[config.mk]
export PLATFORM = sky130hd
export DESIGN_NAME = msg_dispatch
export DESIGN_NICKNAME = d
export VERILOG_FILES = /design/src/rtl/msg_dispatch.sv
export SDC_FILE = /design/constraint.sdc
export NUM_CORES = 1
export LEC_CHECK = 0
export CAP_MARGIN = 0
export CORE_ASPECT_RATIO = 0.7
export CORE_MARGIN = 2
export CORE_UTILIZATION = 57
export CTS_BUF_LIST = sky130_fd_sc_hd__clkbuf_4 sky130_fd_sc_hd__clkbuf_8 sky130_fd_sc_hd__clkbuf_16
export DETAILED_ROUTE_END_ITERATION = 16
export PLACE_DENSITY_LB_ADDON = 0.15
export SYNTH_ARGS = -nofsm -noshare
export SYNTH_HDL_FRONTEND = slang
export SYNTH_SLANG_ARGS = --single-unit
export TNS_END_PERCENT = 1
[constraint.sdc]
create_clock -name clk -period 3.59 [get_ports clk]
set_clock_uncertainty 0.05 [all_clocks]
set_input_delay 0.718 -clock clk [delete_from_list [all_inputs] [get_ports clk]]
set_output_delay 0.718 -clock clk [all_outputs]
set_load 0.05 [all_outputs]
[src/rtl/msg_dispatch.sv]
// rtl/msg_dispatch.sv - coherence message dispatcher: decodes dst, per-cache FIFOs
// Unicast goes to FIFO[dst]; opcode 4'hF broadcasts to every FIFO except src's.
module msg_dispatch #(
  parameter int CACHE_NUM  = 4,
  parameter int ADDR_WIDTH = 32,
  parameter int FIFO_DEPTH = 4,
  localparam int ID_W  = $clog2(CACHE_NUM),
  localparam int MSG_W = 4 + 2*ID_W + ADDR_WIDTH
) (
  input  logic                       clk,
  input  logic                       rst,
  input  logic                       msg_in_valid,
  input  logic [MSG_W-1:0]           msg_in,
  output logic                       msg_in_ready,
  output logic [CACHE_NUM-1:0]       out_valid,
  output logic [CACHE_NUM*MSG_W-1:0] out_msg,
  input  logic [CACHE_NUM-1:0]       out_ready,
  output logic                       err_drop
);
  localparam int PTR_W = $clog2(FIFO_DEPTH);
  localparam int CNT_W = PTR_W + 1;
  localparam logic [ID_W:0]      LP_NUM   = (ID_W+1)'(CACHE_NUM);
  localparam logic [CNT_W-1:0]   LP_DEPTH = CNT_W'(FIFO_DEPTH);

  logic [3:0]           w_opcode;
  logic [ID_W-1:0]      w_src;
  logic [ID_W-1:0]      w_dst;
  logic                 w_bcast;
  logic                 w_src_ok;
  logic                 w_dst_ok;
  logic                 w_accept;
  logic                 w_drop;
  logic [CACHE_NUM-1:0] w_push;
  logic [CACHE_NUM-1:0] w_space;
  logic                 r_err;

  assign w_opcode = msg_in[MSG_W-1 -: 4];
  assign w_src    = msg_in[MSG_W-5 -: ID_W];
  assign w_dst    = msg_in[MSG_W-5-ID_W -: ID_W];
  assign w_bcast  = (w_opcode == 4'hF);
  assign w_src_ok = ({1'b0, w_src} < LP_NUM);
  assign w_dst_ok = ({1'b0, w_dst} < LP_NUM);
  assign w_accept = msg_in_valid && msg_in_ready;
  assign w_drop   = w_accept && (w_bcast ? !w_src_ok : !w_dst_ok);

  // Ready depends only on FIFO occupancy so msg_in never reaches it combinationally.
  assign msg_in_ready = !rst && (&w_space);
  assign err_drop     = !rst && r_err;

  always_ff @(posedge clk) begin
    if (rst) begin
      r_err <= 1'b0;
    end else begin
      r_err <= w_drop;
    end
  end

  for (genvar g = 0; g < CACHE_NUM; g++) begin : g_fifo
    logic [PTR_W-1:0] r_rd;
    logic [PTR_W-1:0] r_wr;
    logic [CNT_W-1:0] r_cnt;
    logic [MSG_W-1:0] r_mem [FIFO_DEPTH];
    logic             w_pop;

    assign w_push[g] = w_accept && (w_bcast ? (w_src_ok && (w_src != ID_W'(g)))
                                            : (w_dst_ok && (w_dst == ID_W'(g))));
    assign w_pop      = (r_cnt != '0) && out_ready[g];
    assign w_space[g] = (r_cnt < LP_DEPTH);
    assign out_valid[g] = !rst && (r_cnt != '0);
    assign out_msg[g*MSG_W +: MSG_W] = r_mem[r_rd];

    always_ff @(posedge clk) begin
      if (rst) begin
        r_rd  <= '0;
        r_wr  <= '0;
        r_cnt <= '0;
      end else begin
        if (w_push[g]) r_wr <= r_wr + PTR_W'(1);
        if (w_pop)     r_rd <= r_rd + PTR_W'(1);
        if (w_push[g] && !w_pop)      r_cnt <= r_cnt + CNT_W'(1);
        else if (!w_push[g] && w_pop) r_cnt <= r_cnt - CNT_W'(1);
      end
    end

    // Storage is deliberately left out of reset; out_msg is ignored while empty.
    always_ff @(posedge clk) begin
      if (w_push[g]) r_mem[r_wr] <= msg_in;
    end
  end

endmodule

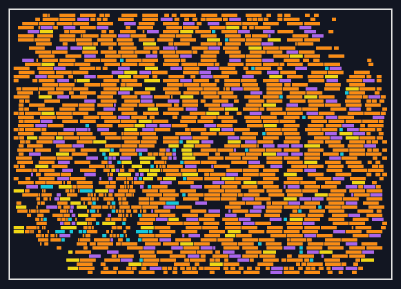
run_1/sizing.png
Drawn at 1.5 px/um.
Key: x3 and x4 = cyan [cells 57]; x6 and larger = yellow [cells 97]; x1 and smaller = orange [cells 1022]; x2 = purple [cells 202]
synthesis-to-layout area growth: 21.65%
buffers outside the clock class: 271
slack of the critical path: 0.09158 ns

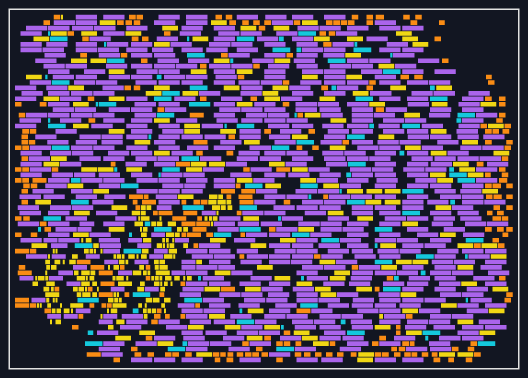
run_1/class_map.png
Drawn at 2 px/um.
Key: remaining logic cells = yellow [cells 321]; clock drivers and dummy loads = cyan [cells 110]; registers = purple [cells 676]; remaining buffers and delay cells = orange [cells 271]
flop share of the area: 0.6577
core area: 43400 um2

==> flow_metrics.py, run 1 <==
# Synthesis and PnR figures
metrics = {
    "min_path": {
        "min_from": "g_fifo[2].r_cnt[2]$_SDFFE_PP0P_",
    },
    "synthesis": {
        "synth-xor-area-share": 0.005617,
        "yosysMostFrequentCell": "edfxtp_1",
        "edf_count": 640,
        "yosys_area_um2": 24950,
        "ys_seq_frac": 0.7993,
        "ys_sh_simple": 0.01876,
        "logic_family": "multiplexers",
        "yosys.area_share.adder": 0.01324,
    },
    "setup_path": {
        "cp_cell_sequence": "buf_4 > mux4_2 > clkdlybuf4s50_1",
    },
    "final_layout": {
        "largest_reg_flops": 640,
        "area_dominant_class": "registers",
    },
    "floorplan": {
        "fp-row-count": 64,
        "die-area_um2": 45480,
    },
    "global_routing": {
        "overflow": 0,
        "track_usage": 0.2449,
    },
    "power": {
        "intPower_w": 0.01485,
        "top_power_group": "sequential cells",
    },
    "drt": {
        "drtPass1Iterations": 5,
        "wl_mm": 54.50,
    },
    "final_timing": {
        "finalSetupViolCount": 0,
    },
    "clocking": {
        "cts_made_buffers": 59,
        "cts_setup_buffers": 0,
        "cts.sinks": 676,
    },
    "run_status": {
        "status": "finished, final reports clean",
    },
}
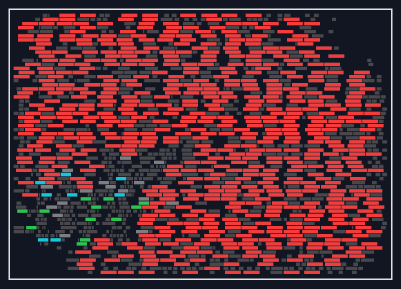
run_1/ff_map.png
Drawn at 1.5 px/um.
Key: g_fifo.r_rd = cyan [flops 8]; g_fifo.r_cnt = green [flops 12, where south-west]; g_fifo.r_mem = red [flops 640, where widely spread]
Register Area: 19960 um2
Final Util: 0.6992
Power Sequential: 0.00915 W

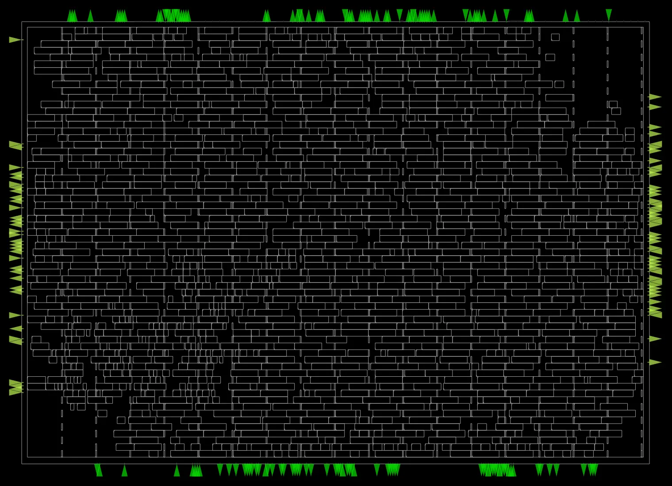
run_1/placed.png
final std cells w/o fill: 1972
flop count: 676
# fillers: 2664
number of tapcells: 594

run_1/m3.png
Drawn at 1 px/um. Cells faint in the background.
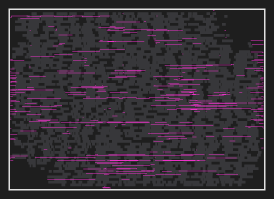

==> inputs of run 2 (changes only) <==
Settings changed: CAP_MARGIN 0 to 30, CTS_BUF_LIST sky130_fd_sc_hd__clkbuf_4 sky130_fd_sc_hd__clkbuf_8 sky130_fd_sc_hd__clkbuf_16 to default.
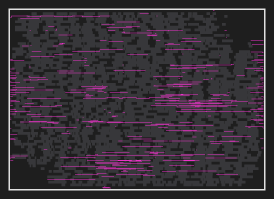
run_2/m3.png
Drawn at 1 px/um. Cells faint in the background.
The longest straight run is 107 um. The wires run mostly horizontal. 179 nets have wire on it.
vias: 11800
GR Layer Usage met3: 0.03992
DRT Wirelength: 54.47 mm

==> run 2 against run 1 <==
Effect of this change: sequential power about the same; highest routed layer unchanged; non-clock buffer count did not move; critical path depth stayed put; die area stayed put; fmax grew 0.18%; flip-flop count stayed put.
==> flow_metrics.py, run 2 <==
# Synthesis and PnR figures
metrics = {
    "drt": {
        "dr.first_iter.drc_count": 1180,
        "drtPass1Iterations": 5,
        "drc_errors": 0,
    },
    "floorplan": {
        "coreArea_um2": 43400,
        "ioPinCount": 213,
        "taps": 594,
        "die-area_um2": 45480,
        "fp-row-count": 64,
    },
    "run_status": {
        "status": "finished, final reports clean",
    },
    "final_layout": {
        "ff_count": 676,
        "layout.cells.non_filler": 1972,
        "finalCoreUtilization": 0.6979,
        "buffers_excl_clock": 271,
        "seq_share": 0.6589,
        "nFillCells": 2674,
        "largest_reg_flops": 640,
        "flop_area_um2": 19960,
    },
    "final_timing": {
        "finalSetupViolCount": 0,
    },
    "power": {
        "pg_seq_w": 0.00915,
        "intPower_w": 0.01474,
        "pwr-share-comb": 0.292,
        "top_power_group": "sequential cells",
    },
    "global_routing": {
        "track_usage": 0.2448,
    },
    "setup_path": {
        "arrival_ns": 2.72,
        "reg2reg_slack_ns": 0.56,
    },
    "synthesis": {
        "yosysMostFrequentCell": "edfxtp_1",
        "yosysWarnings": 0,
        "ys_seq_frac": 0.7993,
        "yosys.area_share.adder": 0.01324,
        "ys_sh_simple": 0.01876,
        "logic_family": "multiplexers",
        "yosys_area_um2": 24950,
        "synth-xor-area-share": 0.005617,
        "edf_count": 640,
        "synthCells": 1042,
    },
    "clocking": {
        "cts_setup_buffers": 0,
        "cts_root_buffer": "clkbuf_16",
        "cts.sinks": 676,
        "cts_made_buffers": 59,
    },
    "min_path": {
        "min_from": "g_fifo[2].r_cnt[2]$_SDFFE_PP0P_",
    },
}
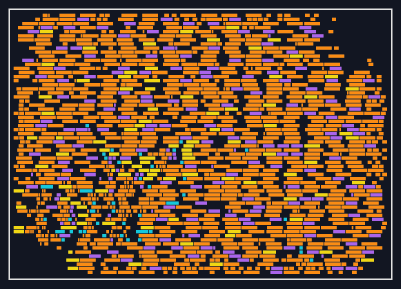
run_2/sizing.png
Drawn at 1.5 px/um.
Key: x1 and smaller = orange [cells 1037]; x3 and x4 = cyan [cells 42]; x6 and larger = yellow [cells 97]; x2 = purple [cells 202]
synthesis-to-layout area growth: 21.42%
slack of the critical path: 0.09786 ns
fin area: 30290 um2

No activity file was given, so power comes from the tool's default toggle rates.
